### config.mk
export PLATFORM = sky130hd
export DESIGN_NAME = reg_read_stage_flat
export DESIGN_NICKNAME = d
export VERILOG_FILES = /design/src/rtl/reg_read_stage_if.sv /design/src/rtl/reg_read_stage.sv /design/src/flat_wrapper.sv
export SDC_FILE = /design/constraint.sdc
export NUM_CORES = 2
export LEC_CHECK = 0
export CAP_MARGIN = 20
export CORE_ASPECT_RATIO = 0.7
export CORE_MARGIN = 4
export CORE_UTILIZATION = 55
export DETAILED_ROUTE_END_ITERATION = 8
export PLACE_DENSITY_LB_ADDON = 0.25
export SYNTH_ARGS = -nofsm -noshare
export SYNTH_HDL_FRONTEND = slang
export SYNTH_SLANG_ARGS = --single-unit
### constraint.sdc
create_clock -name clk -period 9 [get_ports clk]
set_input_delay 0.9 -clock clk [delete_from_list [all_inputs] [get_ports clk]]
set_output_delay 0.9 -clock clk [all_outputs]
set_load 0.005 [all_outputs]
### src/rtl/reg_read_stage_if.sv
// Bundle of issue-side, rename, writeback, flush and execute-side signals
// around the register-read stage.
interface reg_read_stage_if #(
    parameter int PREG_W = 6,
    parameter int DATA_W = 32,
    parameter int UOP_W  = 64
);
    logic              in_valid;
    logic              in_ready;
    logic [PREG_W-1:0] in_rs_preg;
    logic              in_rs_used;
    logic [PREG_W-1:0] in_rt_preg;
    logic              in_rt_used;
    logic [PREG_W-1:0] in_rd_preg;
    logic [UOP_W-1:0]  in_uop;
    logic              alloc_valid;
    logic [PREG_W-1:0] alloc_preg;
    logic              wb_valid;
    logic [PREG_W-1:0] wb_preg;
    logic [DATA_W-1:0] wb_data;
    logic              flush;
    logic              out_valid;
    logic              out_ready;
    logic [DATA_W-1:0] out_rs_data;
    logic [DATA_W-1:0] out_rt_data;
    logic [PREG_W-1:0] out_rd_preg;
    logic [UOP_W-1:0]  out_uop;

    modport slave (
        input  in_valid, in_rs_preg, in_rs_used, in_rt_preg, in_rt_used,
               in_rd_preg, in_uop, alloc_valid, alloc_preg, wb_valid,
               wb_preg, wb_data, flush, out_ready,
        output in_ready, out_valid, out_rs_data, out_rt_data, out_rd_preg,
               out_uop
    );

    modport master (
        output in_valid, in_rs_preg, in_rs_used, in_rt_preg, in_rt_used,
               in_rd_preg, in_uop, alloc_valid, alloc_preg, wb_valid,
               wb_preg, wb_data, flush, out_ready,
        input  in_ready, out_valid, out_rs_data, out_rt_data, out_rd_preg,
               out_uop
    );
endinterface

### src/rtl/reg_read_stage.sv
// Register-read stage: hold slot H waits for operands, output slot O feeds execute.
// Optional stall counter port perf_stall_cnt enabled by defining RR_STALL_CNT_EN.
module reg_read_stage #(
    parameter int PREG_W = 6,
    parameter int DATA_W = 32,
    parameter int UOP_W  = 64
) (
    input  logic             clk,
    input  logic             rst_n,
    reg_read_stage_if.slave  bus
`ifdef RR_STALL_CNT_EN
    ,
    output logic [31:0]      perf_stall_cnt
`endif
);
    localparam int NREG = 1 << PREG_W;

    logic [DATA_W-1:0] rf_rd  [NREG];
    logic              rdy_rd [NREG];

    // Entry 0 is a constant zero that is always ready.
    for (genvar g = 0; g < NREG; g++) begin : g_rf
        if (g == 0) begin : g_zero
            assign rf_rd[g]  = '0;
            assign rdy_rd[g] = 1'b1;
        end else begin : g_ent
            logic [DATA_W-1:0] data_q;
            logic              rdy_q;
            logic              we;
            logic              al;
            assign we = bus.wb_valid && (bus.wb_preg == PREG_W'(g));
            assign al = bus.alloc_valid && (bus.alloc_preg == PREG_W'(g));
            always_ff @(posedge clk or negedge rst_n) begin
                if (!rst_n) begin
                    data_q <= '0;
                    rdy_q  <= 1'b1;
                end else begin
                    if (we) data_q <= bus.wb_data;
                    if (al)      rdy_q <= 1'b0;
                    else if (we) rdy_q <= 1'b1;
                end
            end
            assign rf_rd[g]  = data_q;
            assign rdy_rd[g] = rdy_q;
        end
    end

    logic              h_valid_q, h_valid_d;
    logic [PREG_W-1:0] h_rs_q, h_rs_d, h_rt_q, h_rt_d, h_rd_q, h_rd_d;
    logic              h_rs_used_q, h_rs_used_d, h_rt_used_q, h_rt_used_d;
    logic [UOP_W-1:0]  h_uop_q, h_uop_d;

    logic              o_valid_q, o_valid_d;
    logic [DATA_W-1:0] o_rs_q, o_rs_d, o_rt_q, o_rt_d;
    logic [PREG_W-1:0] o_rd_q, o_rd_d;
    logic [UOP_W-1:0]  o_uop_q, o_uop_d;

    logic              rs_hit, rt_hit, rs_ok, rt_ok, srcs_ok;
    logic [DATA_W-1:0] rs_val, rt_val;
    logic              xfer, in_ready, accept;

    always_comb begin
        // Same-cycle writeback is forwarded so a waiting entry can leave immediately.
        rs_hit  = bus.wb_valid && (bus.wb_preg == h_rs_q) && (h_rs_q != '0);
        rt_hit  = bus.wb_valid && (bus.wb_preg == h_rt_q) && (h_rt_q != '0);
        rs_ok   = !h_rs_used_q || rdy_rd[h_rs_q] || rs_hit;
        rt_ok   = !h_rt_used_q || rdy_rd[h_rt_q] || rt_hit;
        srcs_ok = rs_ok && rt_ok;
        rs_val  = !h_rs_used_q ? '0 : (rs_hit ? bus.wb_data : rf_rd[h_rs_q]);
        rt_val  = !h_rt_used_q ? '0 : (rt_hit ? bus.wb_data : rf_rd[h_rt_q]);
        xfer     = h_valid_q && srcs_ok && (!o_valid_q || bus.out_ready);
        in_ready = !bus.flush && (!h_valid_q || xfer);
        accept   = bus.in_valid && in_ready;
    end

    always_comb begin
        h_valid_d   = h_valid_q;
        h_rs_d      = h_rs_q;
        h_rs_used_d = h_rs_used_q;
        h_rt_d      = h_rt_q;
        h_rt_used_d = h_rt_used_q;
        h_rd_d      = h_rd_q;
        h_uop_d     = h_uop_q;
        if (bus.flush) begin
            h_valid_d = 1'b0;
        end else if (accept) begin
            h_valid_d   = 1'b1;
            h_rs_d      = bus.in_rs_preg;
            h_rs_used_d = bus.in_rs_used;
            h_rt_d      = bus.in_rt_preg;
            h_rt_used_d = bus.in_rt_used;
            h_rd_d      = bus.in_rd_preg;
            h_uop_d     = bus.in_uop;
        end else if (xfer) begin
            h_valid_d = 1'b0;
        end

        o_valid_d = o_valid_q;
        o_rs_d    = o_rs_q;
        o_rt_d    = o_rt_q;
        o_rd_d    = o_rd_q;
        o_uop_d   = o_uop_q;
        if (bus.flush) begin
            o_valid_d = 1'b0;
        end else if (xfer) begin
            o_valid_d = 1'b1;
            o_rs_d    = rs_val;
            o_rt_d    = rt_val;
            o_rd_d    = h_rd_q;
            o_uop_d   = h_uop_q;
        end else if (bus.out_ready) begin
            o_valid_d = 1'b0;
        end
    end

    always_ff @(posedge clk or negedge rst_n) begin
        if (!rst_n) begin
            h_valid_q   <= 1'b0;
            h_rs_q      <= '0;
            h_rs_used_q <= 1'b0;
            h_rt_q      <= '0;
            h_rt_used_q <= 1'b0;
            h_rd_q      <= '0;
            h_uop_q     <= '0;
            o_valid_q   <= 1'b0;
            o_rs_q      <= '0;
            o_rt_q      <= '0;
            o_rd_q      <= '0;
            o_uop_q     <= '0;
        end else begin
            h_valid_q   <= h_valid_d;
            h_rs_q      <= h_rs_d;
            h_rs_used_q <= h_rs_used_d;
            h_rt_q      <= h_rt_d;
            h_rt_used_q <= h_rt_used_d;
            h_rd_q      <= h_rd_d;
            h_uop_q     <= h_uop_d;
            o_valid_q   <= o_valid_d;
            o_rs_q      <= o_rs_d;
            o_rt_q      <= o_rt_d;
            o_rd_q      <= o_rd_d;
            o_uop_q     <= o_uop_d;
        end
    end

`ifdef RR_STALL_CNT_EN
    logic [31:0] stall_cnt_q;
    always_ff @(posedge clk or negedge rst_n) begin
        if (!rst_n)
            stall_cnt_q <= '0;
        else if (h_valid_q && !srcs_ok && (stall_cnt_q != '1))
            stall_cnt_q <= stall_cnt_q + 32'd1;
    end
    assign perf_stall_cnt = stall_cnt_q;
`endif

    assign bus.in_ready    = in_ready;
    assign bus.out_valid   = o_valid_q;
    assign bus.out_rs_data = o_rs_q;
    assign bus.out_rt_data = o_rt_q;
    assign bus.out_rd_preg = o_rd_q;
    assign bus.out_uop     = o_uop_q;
endmodule

### src/flat_wrapper.sv
// flat-port wrapper written by rule: the top's interface ports become plain ports
module reg_read_stage_flat 
#(
    parameter int PREG_W = 6,
    parameter int DATA_W = 32,
    parameter int UOP_W  = 64
)
  (clk, rst_n, bus_in_valid, bus_in_rs_preg, bus_in_rs_used, bus_in_rt_preg, bus_in_rt_used, bus_in_rd_preg, bus_in_uop, bus_alloc_valid, bus_alloc_preg, bus_wb_valid, bus_wb_preg, bus_wb_data, bus_flush, bus_out_ready, bus_in_ready, bus_out_valid, bus_out_rs_data, bus_out_rt_data, bus_out_rd_preg, bus_out_uop);
  reg_read_stage_if #(.PREG_W(PREG_W), .DATA_W(DATA_W), .UOP_W(UOP_W)) bus_i ();
  input  logic clk;
  input  logic rst_n;
  input wire logic [$bits(bus_i.in_valid)-1:0] bus_in_valid;
  input wire logic [$bits(bus_i.in_rs_preg)-1:0] bus_in_rs_preg;
  input wire logic [$bits(bus_i.in_rs_used)-1:0] bus_in_rs_used;
  input wire logic [$bits(bus_i.in_rt_preg)-1:0] bus_in_rt_preg;
  input wire logic [$bits(bus_i.in_rt_used)-1:0] bus_in_rt_used;
  input wire logic [$bits(bus_i.in_rd_preg)-1:0] bus_in_rd_preg;
  input wire logic [$bits(bus_i.in_uop)-1:0] bus_in_uop;
  input wire logic [$bits(bus_i.alloc_valid)-1:0] bus_alloc_valid;
  input wire logic [$bits(bus_i.alloc_preg)-1:0] bus_alloc_preg;
  input wire logic [$bits(bus_i.wb_valid)-1:0] bus_wb_valid;
  input wire logic [$bits(bus_i.wb_preg)-1:0] bus_wb_preg;
  input wire logic [$bits(bus_i.wb_data)-1:0] bus_wb_data;
  input wire logic [$bits(bus_i.flush)-1:0] bus_flush;
  input wire logic [$bits(bus_i.out_ready)-1:0] bus_out_ready;
  output wire logic [$bits(bus_i.in_ready)-1:0] bus_in_ready;
  output wire logic [$bits(bus_i.out_valid)-1:0] bus_out_valid;
  output wire logic [$bits(bus_i.out_rs_data)-1:0] bus_out_rs_data;
  output wire logic [$bits(bus_i.out_rt_data)-1:0] bus_out_rt_data;
  output wire logic [$bits(bus_i.out_rd_preg)-1:0] bus_out_rd_preg;
  output wire logic [$bits(bus_i.out_uop)-1:0] bus_out_uop;
  assign bus_i.in_valid = bus_in_valid;
  assign bus_i.in_rs_preg = bus_in_rs_preg;
  assign bus_i.in_rs_used = bus_in_rs_used;
  assign bus_i.in_rt_preg = bus_in_rt_preg;
  assign bus_i.in_rt_used = bus_in_rt_used;
  assign bus_i.in_rd_preg = bus_in_rd_preg;
  assign bus_i.in_uop = bus_in_uop;
  assign bus_i.alloc_valid = bus_alloc_valid;
  assign bus_i.alloc_preg = bus_alloc_preg;
  assign bus_i.wb_valid = bus_wb_valid;
  assign bus_i.wb_preg = bus_wb_preg;
  assign bus_i.wb_data = bus_wb_data;
  assign bus_i.flush = bus_flush;
  assign bus_i.out_ready = bus_out_ready;
  assign bus_in_ready = bus_i.in_ready;
  assign bus_out_valid = bus_i.out_valid;
  assign bus_out_rs_data = bus_i.out_rs_data;
  assign bus_out_rt_data = bus_i.out_rt_data;
  assign bus_out_rd_preg = bus_i.out_rd_preg;
  assign bus_out_uop = bus_i.out_uop;
  reg_read_stage #(.PREG_W(PREG_W), .DATA_W(DATA_W), .UOP_W(UOP_W)) u_core (.clk(clk), .rst_n(rst_n), .bus(bus_i));
endmodule
Fig. 1: met4 routing
(1 px per um) Supply wires on this layer in gray. Cells faint in the background.
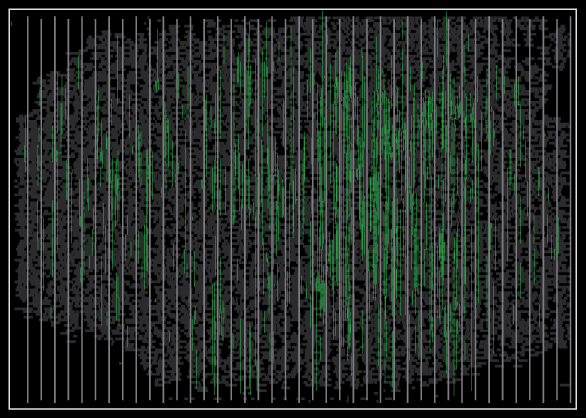
longest straight run: 256 um
nets with wire on the layer: 268
final wirelength: 417 mm
total vias in the final route: 79800

Fig. 2: met3 routing
(1 px per um) Cells faint in the background.
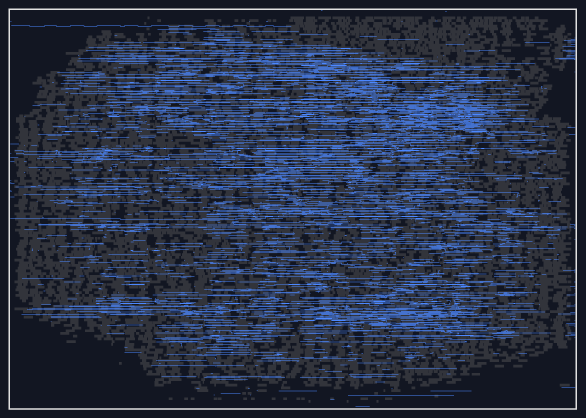
wire length on this layer: 58.7 mm
nets with wire on the layer: 1060
global-route track usage on met3: 14.9%

Fig. 3: metal 2
(1 px per um)
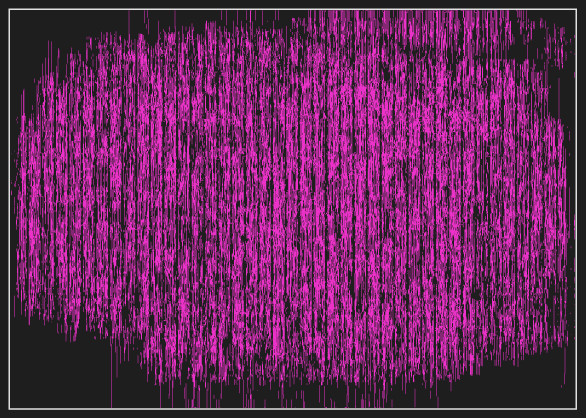
longest straight run: 157 um
main direction: vertical
nets with wire on the layer: 7329
share of all routed wire: 42%
wire length on this layer: 177 mm
GRT met2 Usage: 51.2%

Fig. 4: met1 routing
(1 px per um) Supply wires on this layer in gray. Cells faint in the background.
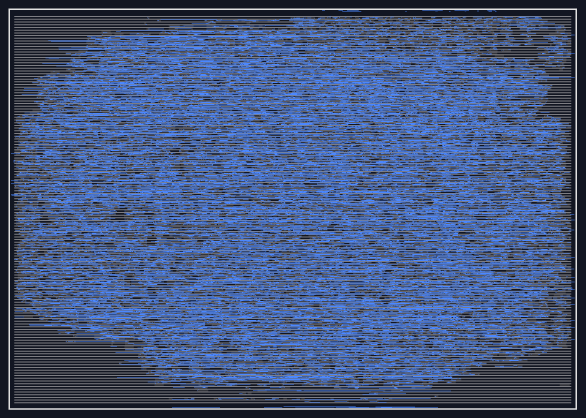
main direction: horizontal
nets with wire on the layer: 7521
wire length on this layer: 158 mm
share of all routed wire: 38%
met1 Usage GRT: 51.0%

Fig. 5: routing congestion
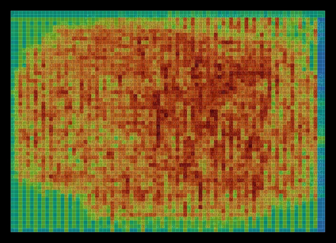
routing layer with the top usage in global route: met2
per-cell routed wire length: 38.6 um
Total GRT Usage: 37.0%

==> notes.md <==
Reports from this run.

- The count of antenna diodes in the layout is 13.
- The register bit count reported by yosys is 2299.
- The count of plain and timing-repair buffers is 500.
- The critical path's slowest cell reads sky130_fd_sc_hd__dfrtp_4.
- The clock network area share reads 5.60%.
- The area occupied by multi-input gates is 58600 um^2.
- The power per unit of standard cell area reads 269 nW/um^2.
- Per the area breakdown, the dominant cell category is multi-input combinational cells.
- The number of maximum-capacitance constraint violations reads 0.
- The number of clock buffers in the layout is 338.
- The clock latency on the worst-skew pair is 900 ps.
- CTS placed an instance of sky130_fd_sc_hd__clkbuf_16 at the clock tree root.
- The maximum number of buffers from clock root to sink is 4.
- The global placer's final weighted congestion is 0.949.
- The run finished with clean final reports.
- The finished cells cover 132000 um^2.
- The CTS tree reads yes.
- The final core area utilization is 61.5%.
- The flip-flop count of the largest register after layout is 2016.
- The final net count is 7881.
- The minimum setup slack after placement reads 3780 ps.
- OpenROAD emitted warnings numbering 99.
- After layout, the worst setup slack is 2920 ps.
- The number of setup violations in the final report reads 0.
- Looking at area per cell type in the netlist, the leader is sky130_fd_sc_hd__dfrtp_1.
- The synthesized-area fraction occupied by adder cells reads 0%.
- The kind of path behind the tightest hold check reads in -> async.
- The number of antenna-violating nets in the routed design reads 0.
- The met2 wire length reads 177 mm.
- In this run, the combinational gates consume 34.5% of the power.
- Looking at the VDD voltage map, the peak drop is 316 uV.
- Summed over all nets, wire length on met3 after detailed routing comes to 58.7 mm.
- The total clock sinks reads 2299.
- STA lists the startpoint of the worst register-to-register path as u_core.h_rs_q[2].
- Once placement completed, the tool counted placed cells totaling 10400.
- The number of inverters outside the clock class in the layout is 56.
- Walking the critical path from launch to capture passes 9 cell instances.
- For this floorplan the total number of well-tap instances is 2880.
- The first-pass GRT wire length reads 596 mm.
- The leakage power is 58.6 nW.
- The area share of xor/xnor cells in the synthesized design reads 0.0878%.
- The number of port buffers is 270.
- The core footprint is 215000 um^2.
- The height of the die reads 398 um.
- Registers represent a cell area share of 43.5%.
- The maximum fanout count along the critical path reads 103.
- The power spent charging and discharging nets is 12.1 mW.
- The horizontal die dimension is 566 um.
Power and IR drop assume default switching activity.
